File: config.mk
export PLATFORM = sky130hd
export DESIGN_NAME = mips_mc_control_flat
export DESIGN_NICKNAME = d
export VERILOG_FILES = /design/src/rtl/mips_mc_control_if.sv /design/src/rtl/mips_mc_control.sv /design/src/flat_wrapper.sv
export SDC_FILE = /design/constraint.sdc
export NUM_CORES = 1
export LEC_CHECK = 0
export CORE_UTILIZATION = 35
export CTS_BUF_LIST = sky130_fd_sc_hd__clkbuf_8 sky130_fd_sc_hd__clkbuf_16
export CTS_CLUSTER_SIZE = 40
export DETAILED_ROUTE_END_ITERATION = 8
export HOLD_SLACK_MARGIN = 0.05
export PLACE_DENSITY_LB_ADDON = 0.05
export SYNTH_ARGS = -nofsm -noshare
export SYNTH_HDL_FRONTEND = slang
export SYNTH_SLANG_ARGS = --single-unit
File: constraint.sdc
create_clock -name clk -period 2.75 [get_ports clk]
set_input_delay 0.275 -clock clk [delete_from_list [all_inputs] [get_ports clk]]
set_output_delay 0.275 -clock clk [all_outputs]
set_load 0.02 [all_outputs]
File: src/rtl/mips_mc_control_if.sv
// Control/datapath bundle for the multi-cycle MIPS control FSM.
// master = control unit, slave = datapath side that supplies IR fields and stalls.
interface mips_mc_control_if #(
    parameter int unsigned COUNT_W = 32
);
    logic               clk_enable;
    logic [5:0]         opcode;
    logic [5:0]         func_code;
    logic               rs_is_zero;
    logic               instr_waitrequest;
    logic               data_waitrequest;
    logic [2:0]         state;
    logic               active;
    logic               illegal;
    logic               instr_read;
    logic               ir_write;
    logic               pc_write;
    logic               pc_src_jr;
    logic [5:0]         alu_op;
    logic [5:0]         alu_func;
    logic               alu_src_imm;
    logic               mem_read;
    logic               mem_write;
    logic               mem_to_reg;
    logic               reg_dst_rd;
    logic               reg_write;
    logic [COUNT_W-1:0] retired;

    modport master (
        input  clk_enable, opcode, func_code, rs_is_zero, instr_waitrequest, data_waitrequest,
        output state, active, illegal, instr_read, ir_write, pc_write, pc_src_jr, alu_op,
               alu_func, alu_src_imm, mem_read, mem_write, mem_to_reg, reg_dst_rd, reg_write,
               retired
    );

    modport slave (
        output clk_enable, opcode, func_code, rs_is_zero, instr_waitrequest, data_waitrequest,
        input  state, active, illegal, instr_read, ir_write, pc_write, pc_src_jr, alu_op,
               alu_func, alu_src_imm, mem_read, mem_write, mem_to_reg, reg_dst_rd, reg_write,
               retired
    );
endinterface

File: src/rtl/mips_mc_control.sv
// Multi-cycle control FSM for the ADDU/ADDIU/LW/SW/JR MIPS core.
// Sequences FETCH/DECODE/EXEC/MEM/WB, honours memory stalls, halts on JR to
// address zero and counts retired instructions.
module mips_mc_control #(
    parameter int unsigned COUNT_W         = 32,
    parameter bit          HALT_ON_ILLEGAL = 1'b1
) (
    input logic              clk,
    input logic              reset,
    mips_mc_control_if.master bus
);
    typedef enum logic [2:0] {
        StFetch  = 3'd0,
        StDecode = 3'd1,
        StExec   = 3'd2,
        StMem    = 3'd3,
        StWb     = 3'd4,
        StHalt   = 3'd5
    } state_e;

    typedef enum logic [2:0] {
        ClsNone, ClsAddu, ClsAddiu, ClsLw, ClsSw, ClsJr
    } cls_e;

    state_e             state_q, state_d;
    cls_e               cls;
    logic               illegal_q;
    logic [COUNT_W-1:0] retired_q;
    logic               retire, set_illegal;

    // Classify the instruction currently held in IR.
    always_comb begin
        cls = ClsNone;
        case (bus.opcode)
            6'b000000: begin
                if (bus.func_code == 6'b100001)      cls = ClsAddu;
                else if (bus.func_code == 6'b001000) cls = ClsJr;
            end
            6'b001001: cls = ClsAddiu;
            6'b100011: cls = ClsLw;
            6'b101011: cls = ClsSw;
            default:   cls = ClsNone;
        endcase
    end

    // Next state and datapath strobes; strobes are masked when frozen or in reset.
    always_comb begin
        state_d         = state_q;
        retire          = 1'b0;
        set_illegal     = 1'b0;
        bus.instr_read  = 1'b0;
        bus.ir_write    = 1'b0;
        bus.pc_write    = 1'b0;
        bus.pc_src_jr   = 1'b0;
        bus.alu_src_imm = 1'b0;
        bus.mem_read    = 1'b0;
        bus.mem_write   = 1'b0;
        bus.mem_to_reg  = 1'b0;
        bus.reg_dst_rd  = 1'b0;
        bus.reg_write   = 1'b0;
        case (state_q)
            StFetch: begin
                bus.instr_read = 1'b1;
                if (!bus.instr_waitrequest) begin
                    bus.ir_write = 1'b1;
                    bus.pc_write = 1'b1;
                    state_d      = StDecode;
                end
            end
            StDecode: begin
                if (cls == ClsNone) begin
                    set_illegal = 1'b1;
                    state_d     = HALT_ON_ILLEGAL ? StHalt : StFetch;
                end else begin
                    state_d = StExec;
                end
            end
            StExec: begin
                case (cls)
                    ClsAddu:  state_d = StWb;
                    ClsAddiu: begin bus.alu_src_imm = 1'b1; state_d = StWb;  end
                    ClsLw:    begin bus.alu_src_imm = 1'b1; state_d = StMem; end
                    ClsSw:    begin bus.alu_src_imm = 1'b1; state_d = StMem; end
                    ClsJr: begin
                        bus.pc_write  = 1'b1;
                        bus.pc_src_jr = 1'b1;
                        retire        = 1'b1;
                        state_d       = bus.rs_is_zero ? StHalt : StFetch;
                    end
                    default:  state_d = StFetch;
                endcase
            end
            StMem: begin
                if (cls == ClsLw) begin
                    bus.mem_read = 1'b1;
                    if (!bus.data_waitrequest) state_d = StWb;
                end else if (cls == ClsSw) begin
                    bus.mem_write = 1'b1;
                    if (!bus.data_waitrequest) begin
                        retire  = 1'b1;
                        state_d = StFetch;
                    end
                end else begin
                    state_d = StFetch;
                end
            end
            StWb: begin
                bus.reg_write  = 1'b1;
                bus.reg_dst_rd = (cls == ClsAddu);
                bus.mem_to_reg = (cls == ClsLw);
                retire         = 1'b1;
                state_d        = StFetch;
            end
            StHalt:  state_d = StHalt;
            default: state_d = StFetch;  // encodings 6/7 recover
        endcase
        if (reset || !bus.clk_enable) begin
            bus.instr_read  = 1'b0;
            bus.ir_write    = 1'b0;
            bus.pc_write    = 1'b0;
            bus.pc_src_jr   = 1'b0;
            bus.alu_src_imm = 1'b0;
            bus.mem_read    = 1'b0;
            bus.mem_write   = 1'b0;
            bus.mem_to_reg  = 1'b0;
            bus.reg_dst_rd  = 1'b0;
            bus.reg_write   = 1'b0;
        end
    end

    // State, sticky illegal flag and retire counter; all hold while frozen.
    always_ff @(posedge clk) begin
        if (reset) begin
            state_q   <= StFetch;
            illegal_q <= 1'b0;
            retired_q <= '0;
        end else if (bus.clk_enable) begin
            state_q <= state_d;
            if (set_illegal) illegal_q <= 1'b1;
            if (retire)      retired_q <= retired_q + COUNT_W'(1);
        end
    end

    assign bus.state    = state_q;
    assign bus.active   = (state_q != StHalt);
    assign bus.illegal  = illegal_q;
    assign bus.retired  = retired_q;
    assign bus.alu_op   = bus.opcode;
    assign bus.alu_func = bus.func_code;
endmodule

File: src/flat_wrapper.sv
// flat-port wrapper written by rule: the top's interface ports become plain ports
module mips_mc_control_flat 
#(
    parameter int unsigned COUNT_W         = 32,
    parameter bit          HALT_ON_ILLEGAL = 1'b1
)
  (clk, reset, bus_clk_enable, bus_opcode, bus_func_code, bus_rs_is_zero, bus_instr_waitrequest, bus_data_waitrequest, bus_state, bus_active, bus_illegal, bus_instr_read, bus_ir_write, bus_pc_write, bus_pc_src_jr, bus_alu_op, bus_alu_func, bus_alu_src_imm, bus_mem_read, bus_mem_write, bus_mem_to_reg, bus_reg_dst_rd, bus_reg_write, bus_retired);
  mips_mc_control_if #(.COUNT_W(COUNT_W)) bus_i ();
  input logic clk;
  input logic reset;
  input wire logic [$bits(bus_i.clk_enable)-1:0] bus_clk_enable;
  input wire logic [$bits(bus_i.opcode)-1:0] bus_opcode;
  input wire logic [$bits(bus_i.func_code)-1:0] bus_func_code;
  input wire logic [$bits(bus_i.rs_is_zero)-1:0] bus_rs_is_zero;
  input wire logic [$bits(bus_i.instr_waitrequest)-1:0] bus_instr_waitrequest;
  input wire logic [$bits(bus_i.data_waitrequest)-1:0] bus_data_waitrequest;
  output wire logic [$bits(bus_i.state)-1:0] bus_state;
  output wire logic [$bits(bus_i.active)-1:0] bus_active;
  output wire logic [$bits(bus_i.illegal)-1:0] bus_illegal;
  output wire logic [$bits(bus_i.instr_read)-1:0] bus_instr_read;
  output wire logic [$bits(bus_i.ir_write)-1:0] bus_ir_write;
  output wire logic [$bits(bus_i.pc_write)-1:0] bus_pc_write;
  output wire logic [$bits(bus_i.pc_src_jr)-1:0] bus_pc_src_jr;
  output wire logic [$bits(bus_i.alu_op)-1:0] bus_alu_op;
  output wire logic [$bits(bus_i.alu_func)-1:0] bus_alu_func;
  output wire logic [$bits(bus_i.alu_src_imm)-1:0] bus_alu_src_imm;
  output wire logic [$bits(bus_i.mem_read)-1:0] bus_mem_read;
  output wire logic [$bits(bus_i.mem_write)-1:0] bus_mem_write;
  output wire logic [$bits(bus_i.mem_to_reg)-1:0] bus_mem_to_reg;
  output wire logic [$bits(bus_i.reg_dst_rd)-1:0] bus_reg_dst_rd;
  output wire logic [$bits(bus_i.reg_write)-1:0] bus_reg_write;
  output wire logic [$bits(bus_i.retired)-1:0] bus_retired;
  assign bus_i.clk_enable = bus_clk_enable;
  assign bus_i.opcode = bus_opcode;
  assign bus_i.func_code = bus_func_code;
  assign bus_i.rs_is_zero = bus_rs_is_zero;
  assign bus_i.instr_waitrequest = bus_instr_waitrequest;
  assign bus_i.data_waitrequest = bus_data_waitrequest;
  assign bus_state = bus_i.state;
  assign bus_active = bus_i.active;
  assign bus_illegal = bus_i.illegal;
  assign bus_instr_read = bus_i.instr_read;
  assign bus_ir_write = bus_i.ir_write;
  assign bus_pc_write = bus_i.pc_write;
  assign bus_pc_src_jr = bus_i.pc_src_jr;
  assign bus_alu_op = bus_i.alu_op;
  assign bus_alu_func = bus_i.alu_func;
  assign bus_alu_src_imm = bus_i.alu_src_imm;
  assign bus_mem_read = bus_i.mem_read;
  assign bus_mem_write = bus_i.mem_write;
  assign bus_mem_to_reg = bus_i.mem_to_reg;
  assign bus_reg_dst_rd = bus_i.reg_dst_rd;
  assign bus_reg_write = bus_i.reg_write;
  assign bus_retired = bus_i.retired;
  mips_mc_control #(.COUNT_W(COUNT_W), .HALT_ON_ILLEGAL(HALT_ON_ILLEGAL)) u_core (.clk(clk), .reset(reset), .bus(bus_i));
endmodule
pdn.png
Bar = 20 um. Pins as bars on the die edge.
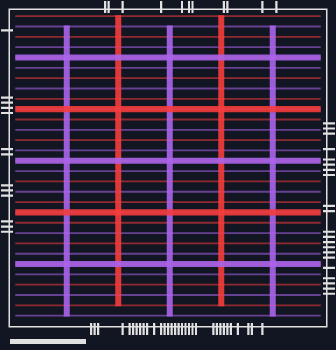
legend:
  red:
    net: VDD
  purple:
    net: VSS
signal pins: 77
met5 straps: 5
Die Span Y: 83.2 um
Core Area: 6350 um^2
Die Span X: 83.2 um
Worst VDD drop: 222 uV

cell_classes.png
Fill, decap, tap and diode cells in grey.
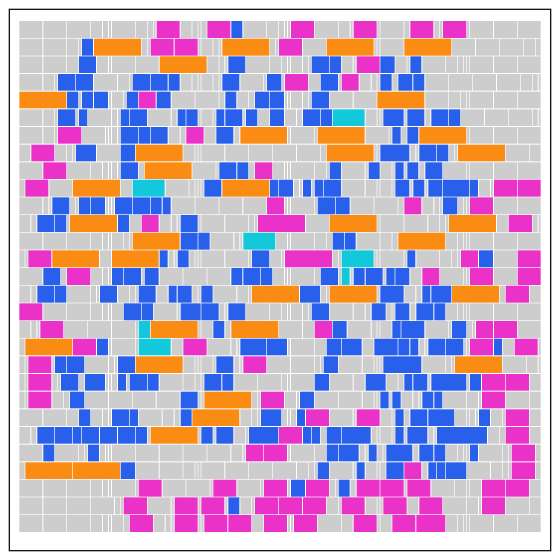
legend:
  orange:
    class: flops
    cells: 36
    share_of_their_area: 23%
  magenta:
    class: other buffers and delay cells
    cells: 91
    share_of_their_area: 29%
  blue:
    class: all other logic
    cells: 218
    share_of_their_area: 45%
  cyan:
    class: clock drivers and dummy loads
    cells: 7
    share_of_their_area: 2.5%
Layout Utilization: 50.3%
Seq area share: 22.6%

clock_map.png
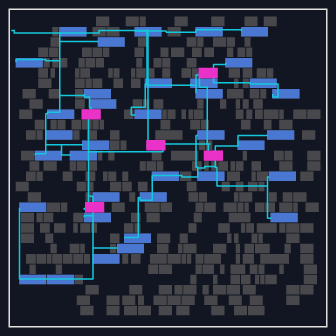
legend:
  magenta:
    item: cells driving clock nets
    count: 5
  blue:
    item: flip-flops
    count: 36
  cyan:
    item: clock wires
    length: 537 um
routed clock nets: 6
flops lie: widely spread
clk_lat worst skew: 290 ps
Clock power frac: 34.3%

metal_stack.png
Bar = 20 um. Two of the layers only.
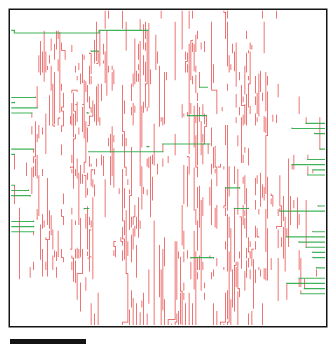
legend:
  red:
    layer: met2
    wire_length: 2830 um
  green:
    layer: met3
    wire_length: 257 um
GRT Total Usage: 18.5%
Routed WL: 6.25 mm

final_clocks.png
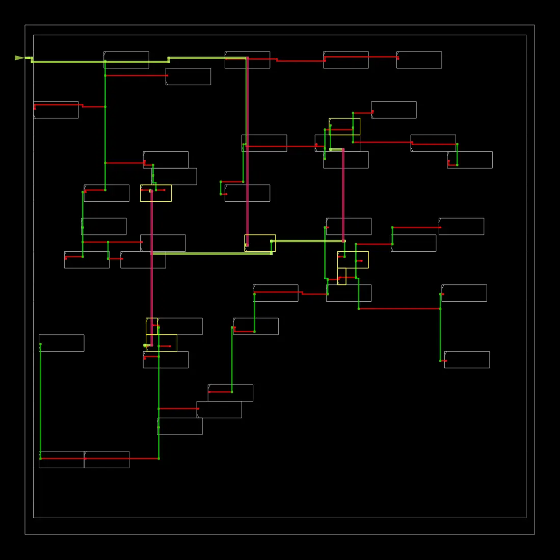
clk_buf instances: 5
clk sinks: 36
Seq cells: 36

cell type report:
cell class,instances,area [um^2]
well taps,77,96.3
clock inverters,2,8.76
flip-flops and latches,36,721
multi-input cells,214,1380
fillers,638,3160
repair buffers,91,901
inverters,4,15.0
clock buffers,5,68.8
metal layers:
| layer | vias up | share of wire [%] | track usage, % |
|---|---|---|---|
| met5 | - | 0 | 0 |
| met3 | 7 | 4.1 | 3.58 |
| li1 | 1240 | - | - |
| met4 | 0 | 1.1 | 5.96 |
| met1 | 1140 | 50 | 25.2 |
| met2 | 50 | 45 | 29.2 |
worst paths after layout:
path / startpoint / to / slack [ps] / cells after the start
hold reg to reg: u_core.bus.retired[31] / u_core.bus.retired[31] / 490 / 2
hold / removal: u_core.bus.retired[31] / u_core.bus.retired[31] / 490 / 2
setup reg to reg: u_core.bus.state[0] / u_core.bus.retired[10] / 470 / 5
setup / recovery: bus_opcode[1] / bus_pc_write / 140 / 6
through the flow:
stage          hold WS (ps)  std cells  instance area [um^2]  power (W)  util [%]
2_1_floorplan           519        285                  2310   0.000629         -
3_3_place_gp            468        422                  3110   0.000696      49.0
3_5_place_dp            470        422                  3110   0.000696      49.0
4_1_cts                 488        429                  3190    0.00105      50.2
5_1_grt                 514        429                  3190    0.00109      50.3
6_report                487        429                  3190    0.00104      50.3
kinds of logic after synthesis:
kind of cell | share of synthesized area [%]
AOI/OAI and AO/OA | 24.1
adders and majority gates | 0.542
buffers and inverters | 9.15
DFF | 31.2
muxes | 0.921
and+or+nand+nor | 34.1
tightest hold or removal path: stages (launching register included):
cell	delay, ps
dfxtp_1	320
o31ai_1	60
a21oi_1	60
registers in the layout, indices dropped and copies added (netlist names):
register / cells
u_core.bus.illegal: 1
u_core.bus.retired: 32
u_core.bus.state: 3
==> flow_metrics.env <==
# source this file to load flow results
export IMPL_outcome="completed"
export IMPL_dieArea_um2=6930
export IMPL_synth_chip_area_um2=2310
export IMPL_place_congestion=0.753
export IMPL_wl_per_cell_um=14.6
export IMPL_grt_max_degree=39
export IMPL_worstPathCellList="clkdlybuf4s50_1, nor4_4, nand3_1, nor3_1, or2_2, clkdlybuf4s50_1"
export IMPL_synth_async_reset_ratio_pct=0
export IMPL_clock_power_w=0.000357
export IMPL_internal_power_w=0.000765
export IMPL_cts_buffer_depth=2
export IMPL_cpMostUsedCell="clkdlybuf4s50_1"
export IMPL_ios=77
export IMPL_grt_pass1_wl_mm=10.6
export IMPL_final_layout_top_logic_cells="75 x clkdlybuf4s50_1, 36 x dfxtp_1, 33 x a21oi_1, 28 x o31ai_1, 28 x or4_1"
export IMPL_swShare_pct=26.4
export IMPL_postSynthCellCount=285
export IMPL_num_rows=29
export IMPL_clkSlewWorstSetupHoldPaths_ps=70
export IMPL_comb_cell_power_w=0.000153
export IMPL_setup_tns_ps=0
export IMPL_cp_start_kind="input port"
export IMPL_cp_arrival_ps=2340
export IMPL_drtIter0Drc=69
export IMPL_flop_cell="dfxtp_1"
export IMPL_nets=371
export IMPL_power_density_nw_per_um2=326
export IMPL_share_comb_of_total_power_pct=14.7
export IMPL_cp_num_buf_inv=2
export IMPL_ant_nets=0
export IMPL_htree_levels=2
export IMPL_final_setup_viol_count=0
export IMPL_crit_type="input port to primary output"
export IMPL_cts_root_buf="clkbuf_8"
export IMPL_post_cts_resized=0
export IMPL_yosysCellCount=285
export IMPL_diodes=0
export IMPL_overflow=0
export IMPL_p_leak_nw=1.00
export IMPL_vias=2437
export IMPL_portBuffers=76
export IMPL_worst_hold_path_type="flop to flop"
export IMPL_synth_cell_types=52
export IMPL_post_synth_top_count_cell="dfxtp_1"
export IMPL_finClkSkew_ps=9.37
export IMPL_netlist_top_cells_count="36 x dfxtp_1, 33 x a21oi_1, 28 x o31ai_1, 28 x or4_1, 19 x nand2_1"
export IMPL_cts_tree="done"
export IMPL_top_area_share_pct=31.2
export IMPL_slew_viol_final=0
export IMPL_dpl_worst_slack_ps=67.9
export IMPL_antenna_found_initial=0
export IMPL_synth_edff_count=0
export IMPL_tightest_slew_ps=917
export IMPL_cp_slowest_cell="clkdlybuf4s50_1"
export IMPL_cts_hold_buf=0
export IMPL_maxCapViolCount=0
export IMPL_min_period_ps=2610
export IMPL_yosysTopAreaCell="dfxtp_1"
export IMPL_slew_headroom_pct=38.8
export IMPL_top_power_group="sequential cells"
export IMPL_warnings=26
export IMPL_yosysWarnings=0
export IMPL_finalHoldViolCount=0
export IMPL_critical_path_max_stage_delay_ps=590
export IMPL_drive_above_1_share_pct=9.94
export IMPL_synthTopCellsByArea="dfxtp_1 31%, o31ai_1 9.1%, or4_1 9.1%"
export IMPL_post_route_period_util_pct=94.9
export IMPL_hpwl_mm=4.38
export IMPL_worstSetupEndpointType="primary output"
export IMPL_seq_power_w=0.000531
export IMPL_lay_top_count="clkdlybuf4s50_1"
export IMPL_ys_flops=36
export IMPL_numCtsBuffers=5
export IMPL_drt_first_pass_iters=4
export IMPL_remaining_drc_errors=0
export IMPL_setup_ws_ps=139
export IMPL_rsz0062_at_grt="no"
export IMPL_postSynthAreaPerCell_um2=8.10
export IMPL_syn_area_um2=2310
export IMPL_postCtsSetupBuffers=0
Power and IR drop assume default switching activity.
